<file path="src/rtl/vga_plot_arbiter_if.sv">
// Plot-port bundle shared between the drawing engines (master) and the
// round-robin arbiter that forwards one engine's pixels to the VGA adapter (slave).
interface vga_plot_arbiter_if #(
  parameter int NREQ = 3
);
  logic [NREQ-1:0]   req;
  logic [8*NREQ-1:0] req_x;
  logic [7*NREQ-1:0] req_y;
  logic [3*NREQ-1:0] req_colour;
  logic [NREQ-1:0]   req_plot;
  logic [NREQ-1:0]   gnt;
  logic [7:0]        vga_x;
  logic [6:0]        vga_y;
  logic [2:0]        vga_colour;
  logic              vga_plot;
  logic              busy;
  logic [14:0]       pix_count;

  modport master (
    output req, req_x, req_y, req_colour, req_plot,
    input  gnt, vga_x, vga_y, vga_colour, vga_plot, busy, pix_count
  );

  modport slave (
    input  req, req_x, req_y, req_colour, req_plot,
    output gnt, vga_x, vga_y, vga_colour, vga_plot, busy, pix_count
  );
endinterface

</file>
<file path="src/rtl/vga_plot_arbiter.sv">
// Round-robin owner of the VGA plot port: grants one engine at a time, registers
// its on-screen pixels onto the adapter port and counts them per grant.
module vga_plot_arbiter #(
  parameter int NREQ = 3
) (
  input  logic              clk,
  input  logic              rst,
  vga_plot_arbiter_if.slave bus
);
  localparam int IW = $clog2(NREQ);

  typedef enum logic {IDLE, OWN} state_t;

  state_t          state;
  logic [IW-1:0]   own;
  logic [IW-1:0]   last;
  logic [NREQ-1:0] gnt_q;
  logic [7:0]      x_q;
  logic [6:0]      y_q;
  logic [2:0]      colour_q;
  logic            plot_q;
  logic            busy_q;
  logic [14:0]     count_q;

  logic [IW-1:0]   winner;
  logic [NREQ-1:0] winner_oh;
  logic [7:0]      sel_x;
  logic [6:0]      sel_y;
  logic [2:0]      sel_colour;
  logic            sel_req;
  logic            sel_plot;
  logic            accept;

  // Scan downward from last+NREQ to last+1 so the nearest requester after `last` wins.
  // NOTE: every always_comb output gets a default first, otherwise a latch is inferred.
  always_comb begin
    winner    = '0;
    winner_oh = '0;
    for (int k = NREQ; k >= 1; k--) begin
      if (bus.req[(int'(last) + k) % NREQ]) begin
        winner    = IW'((int'(last) + k) % NREQ);
        winner_oh = '0;
        winner_oh[(int'(last) + k) % NREQ] = 1'b1;
      end
    end
  end

  always_comb begin
    sel_x      = '0;
    sel_y      = '0;
    sel_colour = '0;
    sel_req    = 1'b0;
    sel_plot   = 1'b0;
    for (int i = 0; i < NREQ; i++) begin
      if (own == IW'(i)) begin
        sel_x      = bus.req_x[8*i +: 8];
        sel_y      = bus.req_y[7*i +: 7];
        sel_colour = bus.req_colour[3*i +: 3];
        sel_req    = bus.req[i];
        sel_plot   = bus.req_plot[i];
      end
    end
  end

  assign accept = sel_req && sel_plot && (sel_x < 8'd160) && (sel_y < 7'd120);

  // NOTE: sequential state uses non-blocking assignments so every register sees
  // the pre-edge values of the others, independent of statement order.
  always_ff @(posedge clk) begin
    if (rst) begin
      state    <= IDLE;
      own      <= '0;
      last     <= IW'(NREQ - 1);
      gnt_q    <= '0;
      x_q      <= '0;
      y_q      <= '0;
      colour_q <= '0;
      plot_q   <= 1'b0;
      busy_q   <= 1'b0;
      count_q  <= '0;
    end else begin
      plot_q <= 1'b0;
      case (state)
        IDLE: begin
          if (|bus.req) begin
            own     <= winner;
            gnt_q   <= winner_oh;
            busy_q  <= 1'b1;
            count_q <= '0;
            state   <= OWN;
          end
        end
        OWN: begin
          if (!sel_req) begin
            gnt_q  <= '0;
            busy_q <= 1'b0;
            last   <= own;
            state  <= IDLE;
          end else if (accept) begin
            x_q      <= sel_x;
            y_q      <= sel_y;
            colour_q <= sel_colour;
            plot_q   <= 1'b1;
            if (count_q != 15'h7fff) count_q <= count_q + 15'd1;
          end
        end
        default: state <= IDLE;
      endcase
    end
  end

  assign bus.gnt        = gnt_q;
  assign bus.vga_x      = x_q;
  assign bus.vga_y      = y_q;
  assign bus.vga_colour = colour_q;
  assign bus.vga_plot   = plot_q;
  assign bus.busy       = busy_q;
  assign bus.pix_count  = count_q;
endmodule

</file>
<file path="src/flat_wrapper.sv">
// flat-port wrapper written by rule: the top's interface ports become plain ports
module vga_plot_arbiter_flat 
#(
  parameter int NREQ = 3
)
  (clk, rst, bus_req, bus_req_x, bus_req_y, bus_req_colour, bus_req_plot, bus_gnt, bus_vga_x, bus_vga_y, bus_vga_colour, bus_vga_plot, bus_busy, bus_pix_count);
  vga_plot_arbiter_if #(.NREQ(NREQ)) bus_i ();
  input  logic clk;
  input  logic rst;
  input wire logic [$bits(bus_i.req)-1:0] bus_req;
  input wire logic [$bits(bus_i.req_x)-1:0] bus_req_x;
  input wire logic [$bits(bus_i.req_y)-1:0] bus_req_y;
  input wire logic [$bits(bus_i.req_colour)-1:0] bus_req_colour;
  input wire logic [$bits(bus_i.req_plot)-1:0] bus_req_plot;
  output wire logic [$bits(bus_i.gnt)-1:0] bus_gnt;
  output wire logic [$bits(bus_i.vga_x)-1:0] bus_vga_x;
  output wire logic [$bits(bus_i.vga_y)-1:0] bus_vga_y;
  output wire logic [$bits(bus_i.vga_colour)-1:0] bus_vga_colour;
  output wire logic [$bits(bus_i.vga_plot)-1:0] bus_vga_plot;
  output wire logic [$bits(bus_i.busy)-1:0] bus_busy;
  output wire logic [$bits(bus_i.pix_count)-1:0] bus_pix_count;
  assign bus_i.req = bus_req;
  assign bus_i.req_x = bus_req_x;
  assign bus_i.req_y = bus_req_y;
  assign bus_i.req_colour = bus_req_colour;
  assign bus_i.req_plot = bus_req_plot;
  assign bus_gnt = bus_i.gnt;
  assign bus_vga_x = bus_i.vga_x;
  assign bus_vga_y = bus_i.vga_y;
  assign bus_vga_colour = bus_i.vga_colour;
  assign bus_vga_plot = bus_i.vga_plot;
  assign bus_busy = bus_i.busy;
  assign bus_pix_count = bus_i.pix_count;
  vga_plot_arbiter #(.NREQ(NREQ)) u_core (.clk(clk), .rst(rst), .bus(bus_i));
endmodule
</file>
<file path="config.mk">
export PLATFORM = sky130hd
export DESIGN_NAME = vga_plot_arbiter_flat
export DESIGN_NICKNAME = d
export VERILOG_FILES = /design/src/rtl/vga_plot_arbiter_if.sv /design/src/rtl/vga_plot_arbiter.sv /design/src/flat_wrapper.sv
export SDC_FILE = /design/constraint.sdc
export NUM_CORES = 1
export LEC_CHECK = 0
export CORE_ASPECT_RATIO = 1.25
export CORE_MARGIN = 2
export CORE_UTILIZATION = 43
export DETAILED_ROUTE_END_ITERATION = 10
export PLACE_DENSITY = 0.81
export SETUP_SLACK_MARGIN = 0.2
export SYNTH_ARGS = -nofsm -noshare
export SYNTH_HDL_FRONTEND = slang
export SYNTH_SLANG_ARGS = --single-unit
export TNS_END_PERCENT = 20
</file>
<file path="constraint.sdc">
create_clock -name clk -period 2.9 [get_ports clk]
set_input_delay 0.87 -clock clk [delete_from_list [all_inputs] [get_ports clk]]
set_output_delay 0.87 -clock clk [all_outputs]
set_load 0.02 [all_outputs]
</file>
Fig. 1: congestion heat map
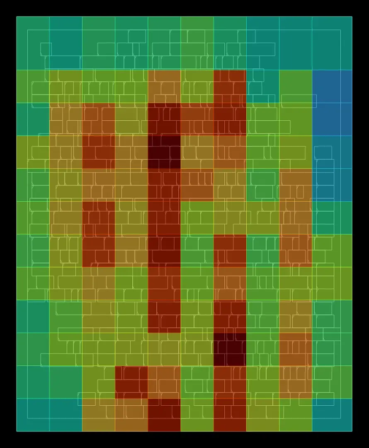
Finished Core Util: 70.2%
met1 usage: 27.6%

Fig. 2: metal layers overlaid
The bar under the picture is 20 um long. Only two layers are drawn.
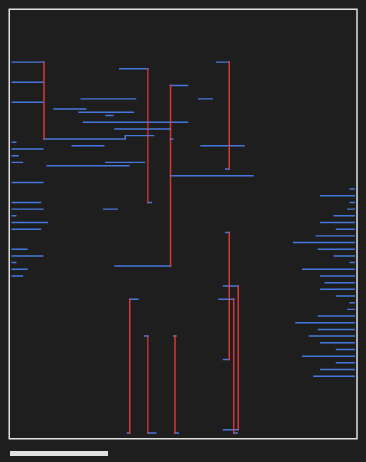
- met3: blue (wire length 432 um)
- met4: red (wire length 250 um)

Fig. 3: placed cells, one color a class
The bar under the picture is 20 um long.
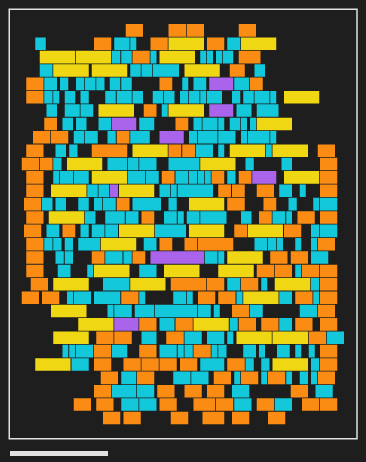
- all other logic: cyan (cells 210; share of their area 40%)
- other buffers and delay cells: orange (cells 126; share of their area 34%)
- clock drivers and dummy loads: purple (cells 8; share of their area 3.2%)
- flops: yellow (cells 43; share of their area 23%)
core area: 0.00537 mm^2
fraction of area in registers: 22.8%
Row Count: 30
finished layout cell area: 0.00377 mm^2

Fig. 4: where the registers sit
The bar under the picture is 20 um long. Other sequential cells in the stronger gray, the rest of the logic in the fainter gray.
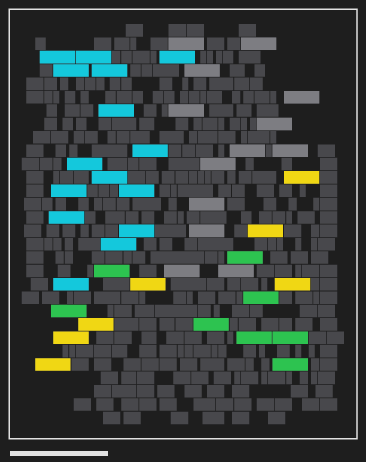
- `u_core.bus.pix_count`: cyan (flops 15)
- `u_core.bus.vga_y`: yellow (flops 7)
- `u_core.bus.vga_x`: green (flops 8)
- not colored: 13
storage element area: 861 um^2
total sequential power: 631 uW

Fig. 5: gate families picked out
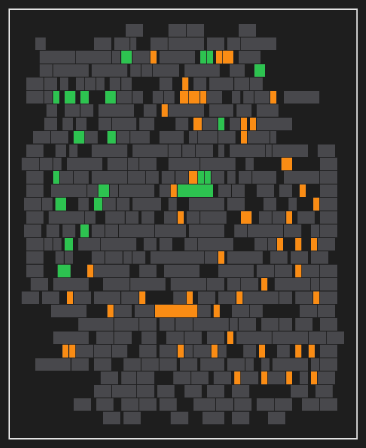
- NAND gates: green (cells 21)
- NOR gates: orange (cells 48)

==> flow_summary.json <==
{
  "status": "complete, no violations",
  "gr-total-overflow": 0,
  "worstReg2RegEnd": "u_core.bus.pix_count[3]$_SDFFE_PP0P_",
  "setup.worst_path.start": "bus_req_x[21]",
  "ys_cells": 273,
  "cts_hold_buf": 0,
  "drt-total-wl_mm": 7.46,
  "dp.cells": 441,
  "vdd_ir_drop_max_mv": 0.245,
  "synth.distinct_cells": 48,
  "critPathSlowestCell": "or4_4",
  "htreeDepth": 2,
  "r2r_cells": 7,
  "worst_pin_slew_ps": 542,
  "finClkSkew_ps": 8.43,
  "arrival_ps": 2920,
  "tritoncts": "built",
  "crit_required_ps": 3140,
  "period_needed_ps": 2680,
  "finalPower_mw": 1.55,
  "yosysMostFrequentCell": "dfxtp_1",
  "async_reset_ff_share_pct": 0,
  "cellPowerDensity_mw_per_mm2": 411,
  "rrSetupSlack_ps": 410,
  "path_buffers": 1,
  "place.gp.congestion": 0.864,
  "syn_nets": 338,
  "detailedPlace.worstSlack_ps": -207,
  "critPathMaxStageDelay_ps": 500,
  "cts.clk_slew.worst_paths_ps": 80,
  "largest_register_ffs": 15,
  "clock_latency_ps": 300,
  "antennaDiodeCount": 0,
  "fp.dieH_um": 87.1,
  "crit_path_end": "u_core.bus.pix_count[3]$_SDFFE_PP0P_",
  "r2r-start": "u_core.own[1]$_SDFFE_PP0P_",
  "dieArea_mm2": 0.00614,
  "critical_path.top_delay_family": "AND-OR/OR-AND gates",
  "synth_area_mm2": 0.00238,
  "setup_tns_ps": 0,
  "initial_core_util_pct": 44.3,
  "hold_class": "flip-flop to flip-flop",
  "grt_usage_pct": 24.2,
  "finalSetupViolCount": 0,
  "place_area_mm2": 0.00356,
  "grt_pass1_wl_mm": 12.0,
  "die_x_um": 70.5,
  "yosys_warnings": 0,
  "port_buffers": 99,
  "cts_root_buffer": "clkbuf_8",
  "cp.depth": 7,
  "firstDrtPassIters": 4,
  "fmax_mhz": 373,
  "cap_violations": 0,
  "hold_slack_ps": 450,
  "clock_sinks": 43,
  "critPathMaxFanout": 6,
  "grt_pass1_vias": 2524,
  "drive_gt1_share_pct": 14.7,
  "synth_area_per_cell_um2": 8.70,
  "path_class": "input pin to flip-flop",
  "cp-start-kind": "input pin",
  "fin_cells": 451,
  "synthTopCellsByCount": "dfxtp_1 (43), nor2_1 (40), mux2i_1 (26), a21oi_1 (24), a211oi_1 (12)",
  "end_kind": "flip-flop",
  "areaGrowthSynthToFinish_pct": 58.7,
  "hold_viol": 0,
  "grt_max_degree": 34,
  "p_leak_nw": 1.40,
  "seq_area_frac_synth_pct": 36.2,
  "drtIter0Drc": 157,
  "antenna_found_initial": 0,
  "fin_nets": 451,
  "wire_per_inst_um": 16.5,
  "ff_type": "dfxtp_1",
  "path_cells": "clkdlybuf4s50_1 -> mux2i_1 -> o2bb2ai_2 -> o21ba_4 -> o31a_4 -> or4_4 -> a21oi_2",
  "cts_buffer_depth": 2,
  "top_area_share_pct": 36.2,
  "numCtsBuffers": 5,
  "yosys.area.top_type": "dfxtp_1",
  "topCellsByArea": "dfxtp_1 (36%), mux2i_1 (11%), nor2_1 (6.3%), a21oi_1 (5.1%), a211oi_1 (3.8%)",
  "ys_area_mm2": 0.00238,
  "drv_slew": 0,
  "fin_crit_sh_pct": 92.5,
  "final_antenna_net_count": 0,
  "edf_count": 0,
  "drc": 0,
  "dp_hpwl_mm": 5.44,
  "io_pins": 100,
  "warning_count": 27,
  "ys_seq_elements": 43,
  "rsz0062_at_grt": "no",
  "worst_slack_ps": 218,
  "syn_inst": 273,
  "slew-limit-headroom_pct": 63.7,
  "vias": 2580,
  "routed_via_density": 5.72
}
## per-layer routing
layer  global-route usage (%)  part of all wire (%)  wire length [um]
met1                     27.6                    40              3000
met2                     44.2                    51              3780
met3                     4.51                   5.8               431
met4                     10.1                   3.4               250
met5                        0                     0                 0
## worst min path at each step
stage,startpoint,endpoint,depth (start not counted)
4_1_cts,u_core.bus.gnt[2]$_SDFFE_PP0P_,u_core.bus.gnt[2]$_SDFFE_PP0P_,2
2_1_floorplan,u_core.bus.gnt[2]$_SDFFE_PP0P_,u_core.bus.gnt[2]$_SDFFE_PP0P_,2
5_1_grt,u_core.bus.gnt[2]$_SDFFE_PP0P_,u_core.bus.gnt[2]$_SDFFE_PP0P_,2
3_3_place_gp,u_core.bus.gnt[2]$_SDFFE_PP0P_,u_core.bus.gnt[2]$_SDFFE_PP0P_,2
6_report,u_core.bus.gnt[2]$_SDFFE_PP0P_,u_core.bus.gnt[2]$_SDFFE_PP0P_,2
3_5_place_dp,u_core.bus.gnt[2]$_SDFFE_PP0P_,u_core.bus.gnt[2]$_SDFFE_PP0P_,2
## what timing repair did
action | in CTS | in global routing
buffers inserted | 0 | 1
pin swaps | 0 | 4
cloned | 0 | 1
setup endpoints to repair | 11 | 11
resized | 5 | 15
## cell usage in the layout, fill, tap and decap left out, types with 3 or more instances in the layout
| cell type | netlist | layout |
|---|---|---|
| clkdlybuf4s50_1 | 0 | 95 |
| dfxtp_1 | 43 | 43 |
| nor2_1 | 40 | 40 |
| mux2i_1 | 26 | 24 |
| buf_4 | 2 | 24 |
| a21oi_1 | 24 | 21 |
| a211oi_1 | 12 | 12 |
| o31ai_1 | 9 | 9 |
| and3_1 | 8 | 8 |
| nand2_1 | 7 | 7 |
| o21ai_0 | 7 | 7 |
| or3_1 | 7 | 7 |
| nand4_1 | 6 | 6 |
| clkbuf_8 | 0 | 6 |
| nand3_1 | 5 | 5 |
| o211ai_1 | 5 | 5 |
| inv_1 | 4 | 4 |
| o2bb2ai_1 | 6 | 4 |
| nor3_1 | 3 | 3 |
| a21o_1 | 3 | 3 |
| or4_4 | 0 | 3 |
| a21oi_2 | 0 | 3 |
| ha_1 | 3 | 3 |
| dlymetal6s2s_1 | 0 | 3 |
| buf_12 | 0 | 3 |
## cells by family (layout without fill, tap and decap cells)
| group | Yosys count | in the layout | share of synthesized area (%) |
|---|---|---|---|
| muxes | 26 | 26 | 11.0 |
| buffers and inverters | 25 | 138 | 5.79 |
| adders and majority gates | 4 | 4 | 2.00 |
| DFF | 43 | 43 | 36.2 |
| and+or+nand+nor | 94 | 94 | 21.3 |
| AOI/OAI and AO/OA | 81 | 82 | 23.7 |
## report_power, final
part	leakage (nW)	total (mW)	switching, mW	internal [mW]
logic	0.993	0.421	0.195	0.226
clock network	0.0612	0.496	0.217	0.279
registers	0.349	0.631	0.0173	0.613
total	1.40	1.55	0.430	1.12
## cell type report
cell class	count	area, um^2
Multi-Input combinational cell	206	1460
Sequential cell	43	861
Inverter	4	15.0
Tap cell	64	80.1
Clock buffer	6	82.6
Clock inverter	2	35.0
Fill cell	423	1600
Timing Repair Buffer	126	1240
No activity file was given, so power comes from the tool's default toggle rates.
